==> config.mk <==
export PLATFORM = sky130hd
export DESIGN_NAME = div_seq
export DESIGN_NICKNAME = d
export VERILOG_FILES = /design/src/rtl/div_pkg.sv /design/src/rtl/div_step.sv /design/src/rtl/div_seq.sv
export SDC_FILE = /design/constraint.sdc
export NUM_CORES = 1
export LEC_CHECK = 0
export ABC_AREA = 0
export CORE_ASPECT_RATIO = 1.4
export CORE_UTILIZATION = 30
export DETAILED_ROUTE_END_ITERATION = 16
export PLACE_DENSITY_LB_ADDON = 0.15
export SETUP_SLACK_MARGIN = 0.5
export SLEW_MARGIN = 10
export SYNTH_ARGS = -nofsm -noshare
export SYNTH_HDL_FRONTEND = slang
export SYNTH_HIERARCHICAL = 1
export SYNTH_SLANG_ARGS = --single-unit
==> constraint.sdc <==
create_clock -name clk -period 6 [get_ports clk]
set_clock_uncertainty 0.1 [all_clocks]
set_input_delay 1.2 -clock clk [delete_from_list [all_inputs] [get_ports clk]]
set_output_delay 1.2 -clock clk [all_outputs]
set_load 0.005 [all_outputs]
Figure 1. Supply network (run 1).
Drawn at 4 px/µm. Pins as bars on the die edge. Tap cells in grey.
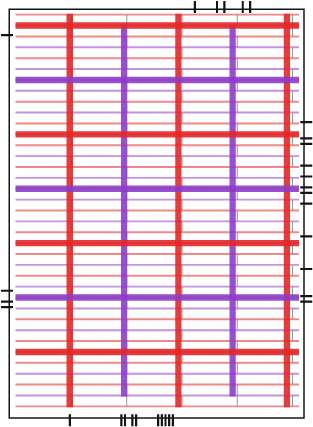
purple -> VDD
red -> VSS
met1 rails = 37
tap cells = 95
die x size: 73.3 µm
CORE AREA: 0.00694 mm²
peak supply drop: 89.0 µV
die height: 102 µm

Figure 2. Placement by cell class (run 1).
Drawn at 4 px/µm. Fill, decap, tap and diode cells in grey.
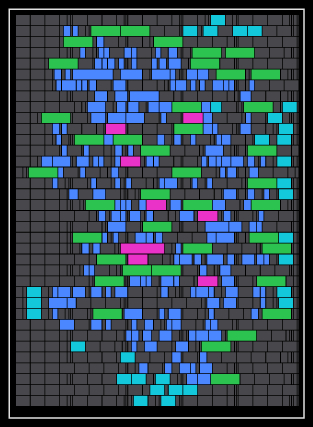
cyan -> remaining buffers and delay cells  # cells 31
green -> sequential cells  # cells 40
blue -> combinational and other logic  # cells 207
magenta -> clock drivers and dummy loads  # cells 8
Seq/total area: 30.4%
Final Util: 38.0%
post-route design area: 0.00263 mm²

Figure 3. Clock network drawn from the DEF (run 1).
Drawn at 4 px/µm.
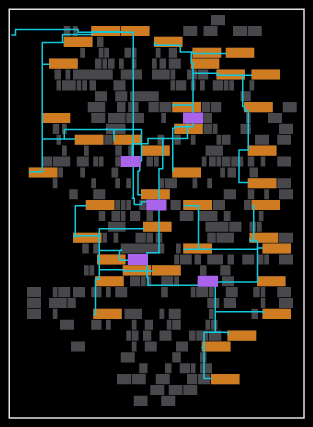
purple -> clock drivers  # count 5
cyan -> clock wires  # length 588 µm
orange -> flip-flops  # count 40
flops lie = widely spread
routed clock nets = 6
Power Clock: 0.242 mW
Latency at later pin: 0.29 ns
clock power share: 34.4%

Figure 4. Routed metal, one colour a layer (run 1).
Drawn at 4 px/µm.
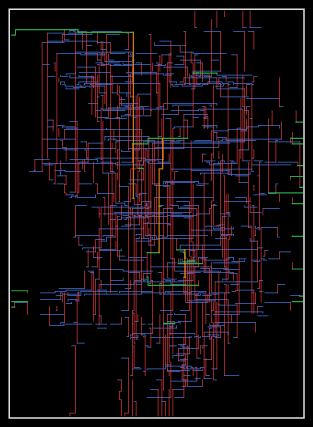
red -> metal 2  # wire length 2690 µm
green -> metal 3  # wire length 128 µm
orange -> metal 4  # wire length 77.8 µm
blue -> metal 1  # wire length 2080 µm
GR Util All Layers: 14.5%
DR vias: 1838
final WL: 4970 µm
average routed wire per standard cell: 13.0 µm

==> reports/metrics.cfg, run 1 <==
[setup_path]
worstPathRequired_ns = 6.13
end_kind = flop
ff2ff_path_depth = 9
critPathLaunchType = input pin
worstPathMaxFanout = 28
r2r_slack_ns = 3.45

[clock_tree]
numCtsBuffers = 5
hold_buffers = 0
path_clk_slew_ns = 0.08
post-cts-setup-buffers = 0
clockBufferDepth = 2

[synthesis]
synth-edff-count = 0
synth_cell_types = 41
yosys_warnings = 6
xor_area_share_pct = 8.62
ys_area_mm2 = 0.00213
top_cell = nand2_1
synth-simple-area-share_pct = 18.1
common_cells = nand2_1 (45), dfxtp_1 (40), a21oi_1 (19)
yosysTopAreaCellShare_pct = 37.5
syn_inst = 261
synth_nets = 287
ys_top_cells_by_area = dfxtp_1 (38%), nand2_1 (7.9%), xor2_1 (5.7%), ha_1 (5.3%), a21oi_1 (4.5%)
synth_flops = 40
ff_type = dfxtp_1
synth.yosys.num_cells = 261
muxShareOfSynthArea_pct = 2.11
synth.cellmix.compoundShare_pct = 21.8

[place]
pre_cts_ws_ns = 2.80
numPortBuffers = 30
place_area_mm2 = 0.00251
place.gp.congestion = 0.757
dpl.cell_count = 373
hpwl_um = 3730

[min_path]
min_path_cells = 2
min_path_type = flop to flop

[layout]
fillCellCount = 776
mostFrequentLayoutCell = nand2_1
fin_cells = 381
nets = 311

[global_route]
overflow = 0

[job]
warnings = 26
maxCapViolCount = 0

[timing]
maxSlewHeadroom_pct = 29.9
tns_ns = 0
hold_viol_final = 0
min_period_ns = 2.89
fin_ws_ns = 3.11

[floorplanning]
dieArea_mm2 = 0.00746
fp_util_pct = 30.8
rows = 36

[outcome]
outcome = complete, no violations

[power_and_ir_drop]
p_sw_share_pct = 28.8
switching_power_mw = 0.203
p_comb_share_pct = 22.5
seqPwrFrac_pct = 43.1

[drt]
drt_pass1_iterations = 4
route.detailed.drc = 0

-- run 1: final cells by class --
| type | count | area [µm²] | area share [%] |
|---|---|---|---|
| Multi-Input combinational cell | 189 | 1210 | 46.0 |
| Sequential cell | 40 | 801 | 30.4 |
| Timing Repair Buffer | 31 | 308 | 11.7 |
| Tap cell | 95 | 119 | 4.51 |
| Clock buffer | 7 | 96.3 | 3.66 |
| Inverter | 18 | 67.6 | 2.57 |
| Clock inverter | 1 | 30.0 | 1.14 |
-- run 1: worst max-delay path, stage by stage --
cell and delay [ns]:
clkdlybuf4s50_1 0.95, or3_1 0.69, o21ai_0 0.18
-- run 1: metal layers --
metal	part of all wire, %	vias to the layer above	global-route usage, %
met3	2.6	7	2.39
li1	-	940	-
met5	0	-	0
met1	42	855	15.7
met2	54	36	27.6
met4	1.6	0	5.33
Figure 5. Routing congestion (run 1).
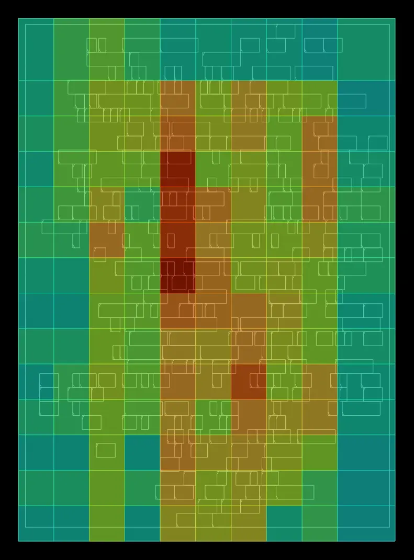

==> run 2, diff against run 1 <==
- clock period: 6 -> 2.4 ns (I/O delays scaled with it)
Figure 6. Routing congestion (run 2).
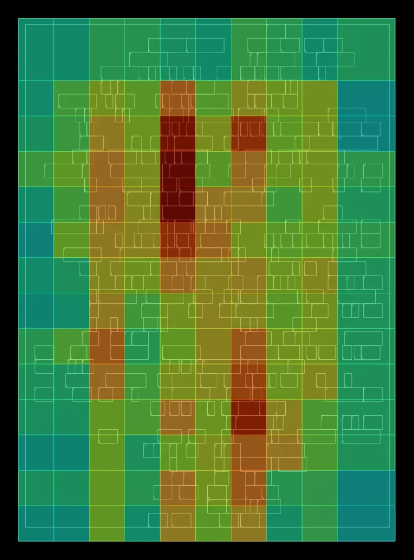
GR Util All Layers: 15.4%
met1 Use GR: 17.2%
met2 Use GR: 28.2%
Final Util: 40.2%

==> run 2 against run 1 <==
Non-clock buffer count is 14 higher. Power up 150%. Critical path depth up 7. Wire length up 6.4%. Largest cell class unchanged.
==> reports/metrics.cfg, run 2 <==
[clock_tree]
path_clk_slew_ns = 0.08  ; about the same
clk_latency_ns = 0.29  ; about the same
hold_buffers = 0  ; unchanged
clockBufferDepth = 2  ; unchanged

[layout]
fillCellCount = 759  ; -2.2%
seq_area_um2 = 807  ; +0.78%
nets = 325  ; +4.5%
logic_area_mm2 = 0.00127  ; +4.7%
fin_cells = 394  ; +3.4%

[synthesis]
synth-simple-area-share_pct = 18.1  ; unchanged
yosysTopAreaCellShare_pct = 37.5  ; unchanged
ys_area_mm2 = 0.00213  ; unchanged
muxShareOfSynthArea_pct = 2.11  ; unchanged
common_cells = nand2_1 (45), dfxtp_1 (40), a21oi_1 (19)
synth_flops = 40  ; unchanged
xor_area_share_pct = 8.62  ; unchanged
synth.cellmix.compoundShare_pct = 21.8  ; unchanged

[power_and_ir_drop]
irDropWorstVdd_uv = 266  ; +200%
switching_power_mw = 0.532  ; +160%
p_clk_mw = 0.487  ; +100%

[floorplanning]
die-width_um = 73.3  ; unchanged
fp_util_pct = 30.8  ; unchanged

[setup_path]
critPathSlowestCell = dfxtp_4
crit_family = AND-OR/OR-AND gates
worstPathMaxFanout = 3  ; -89%
cp_slowest_stage_delay_ns = 0.35  ; -0.60 ns
worstPathRequired_ns = 2.47  ; -3.66 ns
worst-path-stages = 10  ; +7
r2r_slack_ns = 0.20  ; -3.25 ns

[drt]
dr.max_layer_used = met4
wl_um = 5280  ; +6.4%
vias = 1904  ; +3.6%
avgRoutedWirePerCell_um = 13.4  ; +2.9%

[global_route]
overflow = 0  ; unchanged
use_met3_pct = 3.18  ; +0.80 points

[place]
pre_cts_ws_ns = 0.148  ; -2.65 ns
place.gp.congestion = 0.799  ; +5.5%

[outcome]
outcome = complete, no violations

[timing]
min_period_ns = 2.20
hold_viol_final = 0  ; unchanged
tns_ns = 0  ; unchanged

Figure 7. Placement by cell class (run 2).
Drawn at 4 px/µm. Fill, decap, tap and diode cells in grey.
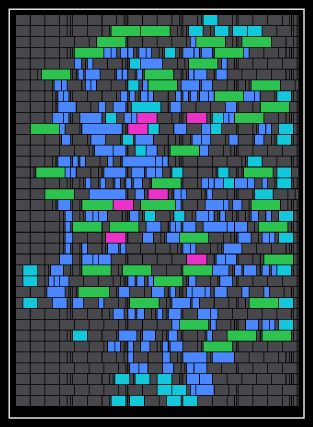
blue -> combinational and other logic  # cells 207
magenta -> clock drivers and dummy loads  # cells 7
green -> sequential cells  # cells 40
cyan -> remaining buffers and delay cells  # cells 45
FP Rows: 36
post-route design area: 0.00279 mm²

[run 2: cell counts after synthesis]
No cell type changed its count.
[run 2: worst register-to-register path: stages (launching register included)]
cell	delay, ns
dfxtp_4	0.35
inv_4	0.05
ha_4	0.11
inv_2	0.04
fa_2	0.34
a21o_4	0.22
a2111oi_4	0.28
buf_4	0.19
mux2_4	0.30
nand2_1	0.05
a21oi_1	0.05
[run 2: cell type report]
cell class	instances	share of cell area (%)
Sequential cell	40	28.9
Tap cell	95	4.26
Multi-Input combinational cell	189	45.5
Timing Repair Buffer	45	15.3
Clock buffer	7	3.45
Inverter	18	2.51
[run 2: timing repair]
action | CTS | global route
pin swaps | 5 | 4
setup buffers | 5 | 2
setup endpoints to repair | 7 | 11
resized | 10 | 7
No activity file was given, so power comes from the tool's default toggle rates.
